==> config.mk <==
export PLATFORM = sky130hd
export DESIGN_NAME = hazard_stall_ctrl_flat
export DESIGN_NICKNAME = d
export VERILOG_FILES = /design/src/rtl/hazard_pkg.sv /design/src/rtl/hazard_stall_ctrl_if.sv /design/src/rtl/hazard_stall_ctrl_md_busy_counter.sv /design/src/rtl/hazard_stall_ctrl.sv /design/src/flat_wrapper.sv
export SDC_FILE = /design/constraint.sdc
export NUM_CORES = 1
export LEC_CHECK = 0
export CAP_MARGIN = 10
export CORE_ASPECT_RATIO = 1.1
export CORE_MARGIN = 2
export CORE_UTILIZATION = 48
export DETAILED_ROUTE_END_ITERATION = 10
export GPL_ROUTABILITY_DRIVEN = 0
export HOLD_SLACK_MARGIN = 0.06
export PLACE_DENSITY_LB_ADDON = 0.25
export SLEW_MARGIN = 5
export SYNTH_ARGS = -nofsm -noshare
export SYNTH_HDL_FRONTEND = slang
export SYNTH_SLANG_ARGS = --single-unit
==> constraint.sdc <==
create_clock -name clk -period 4.25 [get_ports clk]
set_clock_uncertainty 0.1 [all_clocks]
set_input_delay 0.85 -clock clk [delete_from_list [all_inputs] [get_ports clk]]
set_output_delay 0.85 -clock clk [all_outputs]
set_load 0.01 [all_outputs]
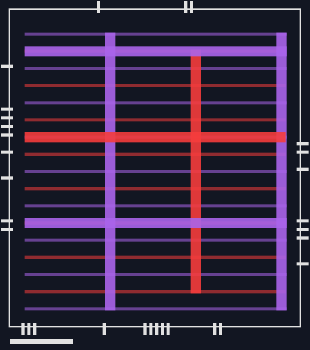
floorplan.png
Scale bar: 10 um. Pins as bars on the die edge.
net	color
VDD	red
VSS	purple
rows	16
met1 rails	17
Max IR drop VDD: 0.2409 mV
Die Height: 50.07 um
Core Area: 0.001802 mm^2
Die Wd: 45.88 um

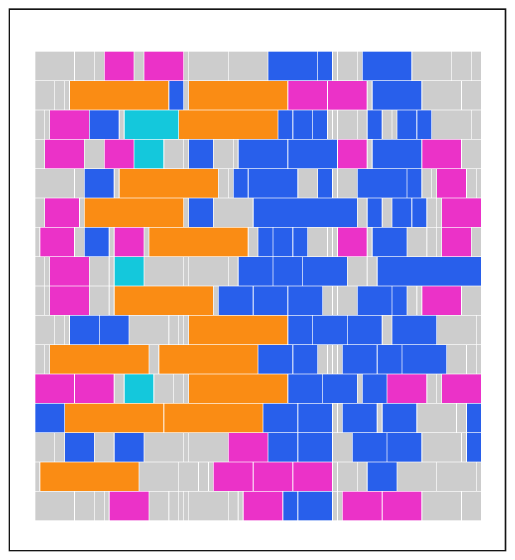
class_map.png
Fill, decap, tap and diode cells in gray.
class	color	cells	share of their area
remaining buffers and delay cells	magenta	31	23%
remaining logic cells	blue	71	45%
clock drivers and dummy loads	cyan	4	2.9%
registers	orange	14	28%
row cnt: 16
Seq area share: 0.2772
fin util: 0.7014

==> summary.txt <==
flow finished, numbers: I/O Pins 30, Worst path depth 9, hold_buf cts 0, startpoint types input port, busiest layer in global routing met2, fp_density 0.5139, Critical-path top delay cell or4_4, Post-DP HPWL ~1500 um, most frequent cell after synthesis dfrtp_1, met2 Track Usage GR 0.3356, status completed, CP cell instances clkdlybuf4s50_1, inv_1, ha_1, nand2_1, nand4_1, or4_4, a221oi_4, or2_1, dlygate4sd2_1, Crit. End Element output pin, Setup violations, final 0, required time worst endpoint roughly 3300 ps, Logic pwr share 0.258, yosys synthesis chip area slightly above 900 um^2, cell count after synthesis between 80 and 90, synthesized area around 930 um^2, Die ar. ~0.0023 mm^2, placed cell areas roughly 0.0012 mm^2, PortBufs 24, Yosys cell types 18
[power groups by stage]
stage | Sequential (uW) | Combinational [uW] | Clock (uW)
2_1_floorplan | 153 | 46.5 | 0
3_3_place_gp | 155 | 82.0 | 0
3_5_place_dp | 156 | 84.9 | 0
4_1_cts | 153 | 86.0 | 93.3
5_1_grt | 155 | 93.8 | 99.0
6_report | 153 | 84.6 | 89.3
[cells in the final DEF, fill, tap and decap left out, drive strengths merged]
cell           Yosys  layout
nor2b              1       1
inv                9       9
or4                6       6
a21oi              4       4
ha                 8       8
xnor2             12      12
conb               1       2
nor2               2       2
clkdlybuf4s50      0      22
a221oi             2       2
nand2              4       4
and2               1       1
nand4              4       4
xor2               8       8
buf                3       7
clkbuf             0       4
dlygate4sd2        0       2
dfrtp             14      14
nor3b              7       7
or2                1       1
[stage by stage]
step	hold slack (ps)	std cells	setup slack, ps	total power, uW
final	353.1	138	133.4	327.2
after global routing	377.6	138	48.76	347.7
after CTS	356.5	138	135.9	332.7
after detailed placement	339.0	133	-144.4	241.0
after global placement	329.9	133	-123.5	237.5
after floorplan	309.7	88	702.2	199.8
[repair_timing]
item / CTS / global route
resized: 4 / 0
setup endpoints to repair: 2 / 0
buffers inserted: 1 / 0
[area by class of cell]
type | count | area share
clock buffer | 4 | 0.02871
timing repair buffer | 31 | 0.2297
inverter | 9 | 0.02673
tap | 18 | 0.01782
multi-input combinational | 62 | 0.4198
sequential | 14 | 0.2772
[cells by family (layout without fill, tap and decap cells)]
family | count (synthesis) | after routing | synth area share
AOI/OAI and AO/OA | 6 | 6 | 0.07838
xor gates and xnor gates | 20 | 20 | 0.1892
adders and majority gates | 8 | 8 | 0.1081
buffers and inverters | 12 | 44 | 0.06081
DFF | 14 | 14 | 0.3784
other | 1 | 2 | 0.004050
and+or+nand+nor | 26 | 26 | 0.1811
Power is estimated from default activity; no workload was simulated.
